--- src/rtl/sap1_step_sequencer.sv ---
// sap1_step_sequencer
//
// Sequential front end of the SAP1 control path. Holds the microstep
// counter, the instruction register and the latched ALU flags that feed
// the combinational instruction decoder, and consumes the decoder's
// control word (II, EL, ADV, HLT) to advance, restart or halt execution.
// Every output is registered, so the control word for step N is valid
// while o_step == N and takes effect at the following rising edge.
//
// Optional feature macro: SINGLE_STEP_EN
//   defined   : an active cycle also needs i_step_req; o_step_ack pulses
//               for one cycle after each accepted step.
//   undefined : i_step_req / o_step_ack are absent; free-runs on i_run_en.
//
// Ports:
//   i_clk, i_reset        clock, synchronous active-high reset
//   i_run_en              global enable, low freezes all state
//   i_bus                 bus word, opcode in upper bits, sampled on i_ii
//   i_alu_result/_carry   ALU result and carry, sampled on i_el
//   i_ii/i_el/i_adv/i_hlt control word bits from the decoder
//   o_instruction         opcode to the decoder
//   o_operand             immediate/address field
//   o_step                current microstep
//   o_zero/o_carry/o_odd  latched ALU flags
//   o_halted              halt indicator
//   o_step_overflow       sticky: step wrapped without ADV
//   o_instr_count         retired instructions, saturating
//   i_step_req/o_step_ack single-step handshake (SINGLE_STEP_EN only)
//
// state | meaning
// ------+-------------------------------------------------------------
// RUN   | executing microsteps on every active cycle
// HALT  | terminal; all inputs ignored, outputs hold until i_reset

module sap1_step_sequencer #(
  parameter int INSTRUCTION_WIDTH = 4,
  parameter int INSTRUCTION_STEPS = 8,
  parameter int DATA_WIDTH        = 8,
  parameter int COUNT_WIDTH       = 16,
  localparam int STEP_WIDTH       = $clog2(INSTRUCTION_STEPS),
  localparam int OPERAND_WIDTH    = DATA_WIDTH - INSTRUCTION_WIDTH
) (
  input  logic                         i_clk,
  input  logic                         i_reset,
  input  logic                         i_run_en,
  input  logic [DATA_WIDTH-1:0]        i_bus,
  input  logic [DATA_WIDTH-1:0]        i_alu_result,
  input  logic                         i_alu_carry,
  input  logic                         i_ii,
  input  logic                         i_el,
  input  logic                         i_adv,
  input  logic                         i_hlt,
  output logic [INSTRUCTION_WIDTH-1:0] o_instruction,
  output logic [OPERAND_WIDTH-1:0]     o_operand,
  output logic [STEP_WIDTH-1:0]        o_step,
  output logic                         o_zero,
  output logic                         o_carry,
  output logic                         o_odd,
  output logic                         o_halted,
  output logic                         o_step_overflow,
  output logic [COUNT_WIDTH-1:0]       o_instr_count
`ifdef SINGLE_STEP_EN
  ,
  input  logic                         i_step_req,
  output logic                         o_step_ack
`endif
);

  typedef enum logic {
    RUN  = 1'b0,
    HALT = 1'b1
  } state_t;

  localparam logic [STEP_WIDTH-1:0] LAST_STEP = STEP_WIDTH'(INSTRUCTION_STEPS - 1);

  state_t                         state_q, state_d;
  logic                           active;
  logic [INSTRUCTION_WIDTH-1:0]   instruction_d;
  logic [OPERAND_WIDTH-1:0]       operand_d;
  logic [STEP_WIDTH-1:0]          step_d;
  logic                           zero_d, carry_d, odd_d;
  logic                           overflow_d;
  logic [COUNT_WIDTH-1:0]         count_d;

  always_comb begin
`ifdef SINGLE_STEP_EN
    active = (state_q == RUN) && i_run_en && i_step_req;
`else
    active = (state_q == RUN) && i_run_en;
`endif
  end

  always_ff @(posedge i_clk) begin
    if (i_reset) begin
      state_q         <= RUN;
      o_instruction   <= '0;
      o_operand       <= '0;
      o_step          <= '0;
      o_zero          <= 1'b0;
      o_carry         <= 1'b0;
      o_odd           <= 1'b0;
      o_halted        <= 1'b0;
      o_step_overflow <= 1'b0;
      o_instr_count   <= '0;
`ifdef SINGLE_STEP_EN
      o_step_ack      <= 1'b0;
`endif
    end else begin
      state_q         <= state_d;
      o_instruction   <= instruction_d;
      o_operand       <= operand_d;
      o_step          <= step_d;
      o_zero          <= zero_d;
      o_carry         <= carry_d;
      o_odd           <= odd_d;
      o_halted        <= (state_d == HALT);
      o_step_overflow <= overflow_d;
      o_instr_count   <= count_d;
`ifdef SINGLE_STEP_EN
      o_step_ack      <= active;
`endif
    end
  end

  always_comb begin
    state_d       = state_q;
    instruction_d = o_instruction;
    operand_d     = o_operand;
    step_d        = o_step;
    zero_d        = o_zero;
    carry_d       = o_carry;
    odd_d         = o_odd;
    overflow_d    = o_step_overflow;
    count_d       = o_instr_count;

    if (active) begin
      // IR and flag loads are independent of the step decision, so they
      // still happen on the same edge that halts.
      if (i_ii) begin
        instruction_d = i_bus[DATA_WIDTH-1 -: INSTRUCTION_WIDTH];
        operand_d     = i_bus[OPERAND_WIDTH-1:0];
      end
      if (i_el) begin
        zero_d  = (i_alu_result == '0);
        carry_d = i_alu_carry;
        odd_d   = i_alu_result[0];
      end

      if (i_hlt) begin
        state_d = HALT;
      end else if (i_adv) begin
        step_d = '0;
        if (o_instr_count != {COUNT_WIDTH{1'b1}}) begin
          count_d = o_instr_count + 1'b1;
        end
      end else if (o_step == LAST_STEP) begin
        // Running off the end of the step table means the decoder never
        // issued ADV for this opcode.
        step_d     = '0;
        overflow_d = 1'b1;
      end else begin
        step_d = o_step + 1'b1;
      end
    end
  end

endmodule

--- config.mk ---
export PLATFORM = sky130hd
export DESIGN_NAME = sap1_step_sequencer
export DESIGN_NICKNAME = d
export VERILOG_FILES = /design/src/rtl/sap1_step_sequencer.sv
export SDC_FILE = /design/constraint.sdc
export NUM_CORES = 1
export LEC_CHECK = 0
export ABC_AREA = 1
export CORE_MARGIN = 2
export CORE_UTILIZATION = 45
export CTS_CLUSTER_SIZE = 28
export DETAILED_ROUTE_END_ITERATION = 7
export GPL_TIMING_DRIVEN = 1
export MAX_ROUTING_LAYER = met4
export PLACE_DENSITY = 0.77
export SYNTH_ARGS = -nofsm -noshare
export SYNTH_HDL_FRONTEND = slang
export SYNTH_SLANG_ARGS = --single-unit
--- constraint.sdc ---
create_clock -name i_clk -period 1.7 [get_ports i_clk]
set_input_delay 0.425 -clock i_clk [delete_from_list [all_inputs] [get_ports i_clk]]
set_output_delay 0.425 -clock i_clk [all_outputs]
set_load 0.01 [all_outputs]
==> flow_results.org, run 1 <==
#+TITLE: Synthesis and PnR summary

** Die
- In this run the core area contains 21 standard-cell rows.
- For this configuration, the core starts out at a cell density of 48.1%.
- Chip area :: 0.00415 mm2
- 56 I/O pins were placed.
- Tapcells :: 46

** Placed design
- GP Congestion :: 0.841
- The wire-length estimate of the detail-placed layout is 2860 um.

** Yosys
- For this run, the leading register cell type out of synthesis is sky130_fd_sc_hd__dfxtp_1.
- The synthesized design contains 0 enable-type register cells.
- Per the post-synthesis report, the nets total 268.
- Synth Register Bits :: 32
- Adder Share, Synth :: 2.28%
- The main area contributors are sky130_fd_sc_hd__dfxtp_1 39%, sky130_fd_sc_hd__nand2_1 16%, sky130_fd_sc_hd__nand3_1 7.0%.
- Measured against the total synthesized area, the mux share comes to 0%.
- The cell type that accounts for the most area after synthesis is sky130_fd_sc_hd__dfxtp_1.
- Before any placement, the netlist area is recorded as 0.00164 mm2.
- Grouping non-sequential cells by family puts the most area in simple AND/OR/NAND/NOR gates.
- The share of the Yosys chip area taken by registers is 39.0%.

** Critical path
- The worst setup path is launched from a flop.
- Data arrival time of the critical path :: 1.23 ns
- Counting both buffers and inverters, the worst setup path holds a total of 1.
- The setup check on the worst reg-to-reg path leaves a slack of 0.21 ns.
- Required time worst endpoint :: 1.27 ns
- The critical path's slowest stage uses the library cell sky130_fd_sc_hd__clkdlybuf4s50_1.
- Worst setup path endpoint :: o_instruction[1]
- Traced cell by cell, the critical path runs through clkdlybuf4s50_1.
- OpenSTA lists the critical path startpoint as o_instruction[1]$_SDFFE_PP0P_.

** Final timing
- RSZ-0062 raised after global routing :: no
- Clock period minus final worst setup slack :: 1.65 ns
- Hold timing on the final database bottoms out at a slack of 0.460 ns.
- Worst-margin pin slew :: 0.261 ns

** Cells and area
- Layout Nets :: 335
- Most frequently placed logic cells in the final layout :: 68 x sky130_fd_sc_hd__nand2_1, 29 x sky130_fd_sc_hd__nor2_1, 28 x sky130_fd_sc_hd__clkdlybuf4s50_1
- Leading registers by flop count :: o_instr_count (16), o_instruction (4), o_operand (4)
- Final cell count without fillers :: 355
- The post-route netlist has 14.9% of its cells at a drive strength greater than 1.
- Clock buffer cells :: 6
- Register share of the cell area :: 27.3%
- In the final layout, excluding clock buffers the buffer count is 65.
- Register name with the most flops :: o_instr_count
- Combinational gate area :: 877 um2
- The library cell used most frequently in the layout, excluding fill and tap cells, is sky130_fd_sc_hd__nand2_1.
- The layout has 26 inverters outside the clock class.

** Detailed routing
- Via-per-instance ratio :: 4.81
- Routed length on met1 :: 1830 um
- Total Routed Length :: 3830 um
- The first detailed-routing pass took 4 iterations.
- Detailed route wirelength on metal3 :: 206 um
- Highest metal layer with signal wires :: met4

** Clock tree
- Looking at the clock tree report, the H-tree level count equals 2.
- Per the TritonCTS log, the buffer count is 5.
- Maximum buffer depth of the clock tree :: 2
- Buffers added to address setup during post-CTS repair amount to 0.
- TritonCTS clock tree :: built

** Power
- Sequential cell power :: 0.776 mW
- Clock group share of total power :: 37.2%
- Overall power consumption :: 1.55 mW
- Combinational power share :: 12.7%
- The script extracted a net switching power of 0.364 mW.

** Global route
- Overall fraction of global-route tracks in use :: 20.9%
- First-pass GRT wire length :: 6690 um

** Run
- Max-cap violations in this run came to 0.

** Hold path
- Worst hold path class :: reg -> reg

** Status
- Status :: completed
[run 1: cell usage after synthesis (4+ instances only)]
cell,instances
sky130_fd_sc_hd__a21oi_1,21
sky130_fd_sc_hd__dfxtp_1,32
sky130_fd_sc_hd__inv_1,24
sky130_fd_sc_hd__nand2_1,68
sky130_fd_sc_hd__nand3_1,23
sky130_fd_sc_hd__nand4_1,5
sky130_fd_sc_hd__nor2_1,29
sky130_fd_sc_hd__o21ai_0,4
sky130_fd_sc_hd__xor2_1,4
[run 1: through the flow]
step                      utilization, %  setup TNS, ns  setup slack, ns
after floorplan                        -              0            0.214
after global placement              67.3        -0.0617          -0.0261
after detailed placement            67.3         -0.326          -0.0801
after CTS                           69.5              0         0.000300
after global routing                70.3              0          0.00162
final                               70.3              0           0.0478
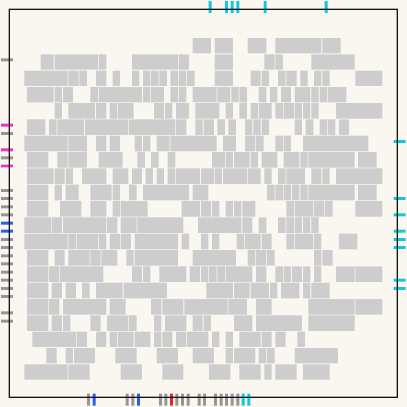
**Above:** run 1 (pin map).
Drawn at 6 px/um. Pins as bars across the die edge, other pins in grey.
| port | colour | pins | direction | edge |
|---|---|---|---|---|
| o_carry | red | 1 | output | bottom |
| o_step | magenta | 3 | output | left |
| o_instruction | blue | 4 | output | 2 bottom, 2 left |
| o_instr_count | cyan | 16 | output | 8 right, 6 top, 2 bottom |
all pins by edge: 22 left, 20 bottom, 8 right, 6 top

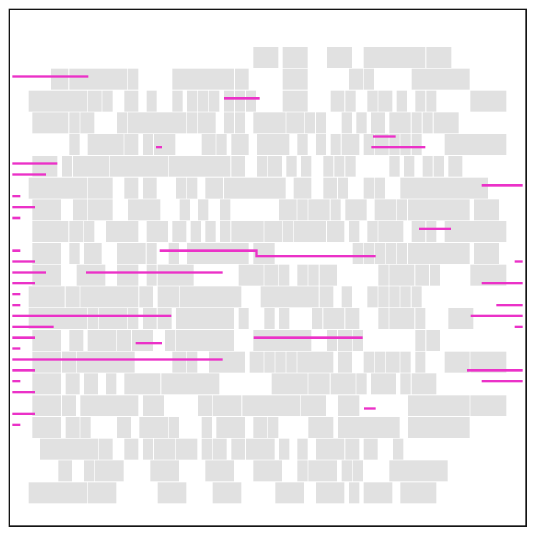
**Above:** run 1 (the metal 3 layer).
Drawn at 8 px/um. Cells faint in the background.
longest straight run: 26.0 um
share of all routed wire: 5.4%

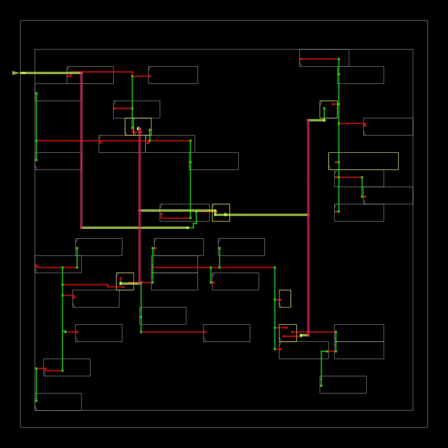
**Above:** run 1 (clock nets).
Fin Clk Skew: 0.0117 ns
power dissipated in the clock network: 0.575 mW
sink count of the clock tree: 32
flip-flop and latch count: 32

==> run 2: changes to the inputs <==
==> constraint.sdc (replaced) <==
create_clock -name i_clk -period 1.7 [get_ports i_clk]
set_input_delay 0.425 -clock i_clk [delete_from_list [all_inputs] [get_ports i_clk]]
set_output_delay 0.425 -clock i_clk [all_outputs]
set_load 0.1 [all_outputs]
==> run 2 against run 1 <==
Worst setup slack improved by 0.13 ns. Synthesized cell count unchanged. Die area unchanged.
==> flow_results.org, run 2 <==
#+TITLE: Synthesis and PnR summary

** Status
- The flow ran to the end, and the final reports show no timing, DRC or antenna violations.

** Cells and area
- Register name with the most flops :: o_instr_count
- Number of antenna repair diodes :: 0
- The register with the most flip-flops in the layout has 16 of them.
- Combinational gate area :: 880 um2
- In the layout the commonest cells are 67 x sky130_fd_sc_hd__nand2_1, 32 x sky130_fd_sc_hd__buf_12, 29 x sky130_fd_sc_hd__nor2_1.
- The post-route utilization of the core is recorded as 79.9%.
- Leading registers by flop count :: o_instr_count (16), o_instruction (4), o_operand (4)
- The finished layout holds 353 standard cells, fillers aside.
- The net count of the finished layout is 333.
- The most common logic cell in the final layout is sky130_fd_sc_hd__nand2_1.
- Share of layout cells above drive strength 1 :: 27.4%
- Flop area :: 669 um2

** Detailed routing
- Detailed route wirelength on metal3 :: 334 um
- Dividing the detail-routed via count by the number of cells gives 4.94.
- Routed length on met1 :: 1710 um
- Before antenna repair, the detailed router went through 4 iterations.
- Highest metal layer with signal wires :: met4
- Nets still carrying antenna violations after routing amount to 0.
- The DRC violation total left in the routed layout is recorded as 0.
- Wires add up to 4240 um.
- Detailed routing inserted a total of 1743 vias.
- 1st-iter DRT viols :: 137

** Power
- Looking at the power breakdown, sequential logic takes 43.7% of the total.
- In this run, power in flip-flops and latches comes to 0.788 mW.
- For this design the total switching power over the nets is 0.501 mW.
- In the power breakdown, the biggest contributor is sequential cells.
- Power dissipated in the clock network :: 0.664 mW
- Per the summary, power density relative to cell area is 661 mW/mm2.
- Internal Pwr Total :: 1.30 mW
- Net switching share of the total power :: 27.8%
- The power report puts the leakage power at 1.07 nW.
- Combinational power share :: 19.5%
- Overall power consumption :: 1.80 mW
- The clock network burns 36.8% of the power.

** Final timing
- For reference, the final report shows the max-slew violation count at 0.
- In the final timing run, aggregate negative setup slack is 0 ns.
- RSZ-0062 raised after global routing :: no
- For the finished layout, the period the worst path requires is 1.53 ns.
- Worst Hold Margin :: 0.501 ns
- The highest clock rate this design can be run at is 656 MHz.
- Looking at the max-slew report, the worst-margin pin has a slew of 0.291 ns.
- Worst slew margin relative to its limit :: 80.6%
- Fin Clk Skew :: 0.00499 ns
- Setup slack on the critical path of the routed design comes to 0.175 ns.

** Hold path
- Launch point of the worst hold path :: state_q$_SDFFE_PP0P_
- Worst hold path class :: reg -> reg
- In the hold timing report, the worst path depth is 2.

** Critical path
- CP max stage cell :: sky130_fd_sc_hd__dfxtp_4
- The worst setup path is launched from a flop.
- According to the timing report, the arrival time at the worst endpoint equals 1.79 ns.
- Required time worst endpoint :: 1.97 ns
- CP cell instances :: ha_1, nand2_1, nor2_1, nand2_2, nor2_2, nor2_2, buf_4, nand3_1, nand2_1, nor2_1
- The timing report gives the worst reg2reg path a setup slack of 0.17 ns.
- Broken down by cell family, the worst path's largest delay share belongs to simple AND/OR/NAND/NOR gates.
- Per STA, the startpoint of the critical path is o_instr_count[0]$_SDFFE_PP0P_.
- The most critical setup path has its endpoint at o_instr_count[15]$_SDFFE_PP0P_.
- The number of buffers and inverters on the critical path is 1.
- Per the timing report, the most critical flop-to-flop path originates at o_instr_count[0]$_SDFFE_PP0P_.

** Clock tree
- Post-CTS Setup Bufs :: 0
- Maximum buffer depth of the clock tree :: 2
- Clock-pin slew on the worst setup and hold paths :: 0.10 ns
- The clock H-tree reported by CTS has 2 levels.
- Clock root cell :: sky130_fd_sc_hd__clkbuf_4
- TritonCTS built the clock tree.
- TritonCTS created 5 clock buffers.
- Sink count of the clock tree :: 32

** Yosys
- Yosys mapped a number of flops with a built-in enable equal to 0.
- Share of synthesized area occupied by flip-flops and latches :: 39.0%
- Primary flip-flop cell chosen by synthesis mapping :: sky130_fd_sc_hd__dfxtp_1
- The number of nets in the synthesized netlist is 268.
- Synth Register Bits :: 32
- Tally of unique sky130hd cells used after synthesis :: 24
- Yosys reports that the most numerous cell types are 68 x sky130_fd_sc_hd__nand2_1, 32 x sky130_fd_sc_hd__dfxtp_1, 29 x sky130_fd_sc_hd__nor2_1.
- The synthesized netlist was found by Yosys to have 241 cells.
- The Yosys step of the flow raised 0 warnings.
- The synthesis report lists the most area-consuming cells as sky130_fd_sc_hd__dfxtp_1 39%, sky130_fd_sc_hd__nand2_1 16%, sky130_fd_sc_hd__nand3_1 7.0%.
- Synth area leader :: sky130_fd_sc_hd__dfxtp_1
- Averaged over all synthesized cells, the footprint is 6.82 um2.
- Summed instance area of the synthesized netlist :: 0.00164 mm2
- Most used standard cell by instance count after synthesis :: sky130_fd_sc_hd__nand2_1
- Post-synth area from yosys stat :: 0.00164 mm2

** Die
- The die is 64.4 um tall.
- In this run the standard cell core region covers 0.00342 mm2.
- Before placement the cells fill 48.1% of the core.
- FP Rows :: 21
- During I/O placement, the number of pins put on the boundary was 56.
- Die Wd :: 64.4 um
- Chip area :: 0.00415 mm2

** Placed design
- Per the detailed placement report, the placed cell area equals 0.00263 mm2.
- Sum of net half-perimeters after detailed placement :: 3250 um
- Logged for this run, the post-placement worst setup slack is -0.0848 ns.
- Port buffering added 55 buffers.
- The placement summary gives the final routability congestion estimate as 0.870.
- Per the placement report, the placed cell count is 345.

** Global route
- Across every metal layer, demand over resource in global routing totals 23.6%.
- For this run, global-route usage on met1 was measured as 26.6%.
- The initial antenna violation count is 0.
- Vias in the first global route :: 1757
- The global router reports that the layer with the highest usage is met2.
- First-pass GRT wire length :: 7580 um

** Run
- Reported max-cap violation count :: 0
-- run 2: cell counts after synthesis --
Identical to the previous run, type by type.
-- run 2: cell families after synthesis --
family	after synthesis	synth area share, %
buffers and inverters	31	7.62
flip-flops	32	39.0
AND/OR/NAND/NOR	141	38.8
XOR/XNOR	5	2.67
adder cells (fa/ha/maj)	3	2.29
AND-OR/OR-AND	29	9.60
-- run 2: area by class of cell --
cell class	instances	area share, %
repair buffers	63	34.1
multi-input cells	178	32.2
flip-flops and latches	32	24.5
inverters	26	3.57
clock buffers	7	2.38
well taps	46	2.11
clock inverters	1	1.10
-- run 2: what timing repair did --
action | in CTS | in global routing
resized | 0 | 1
hold endpoints to repair | 0 | 0
endpoints found under the setup margin | 0 | 2
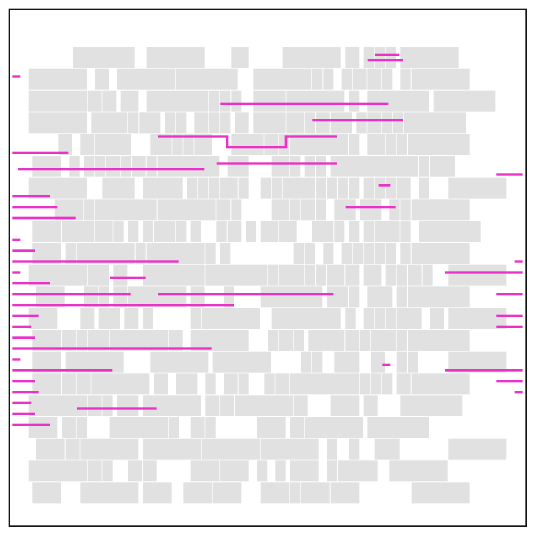
**Above:** run 2 (the metal 3 layer).
Drawn at 8 px/um. Cells faint in the background.
nets with wire on the layer: 42
main direction: horizontal
longest straight run: 27.4 um
wire length on this layer: 334 um
share of all routed wire: 7.9%

No activity file was given, so power comes from the tool's default toggle rates.
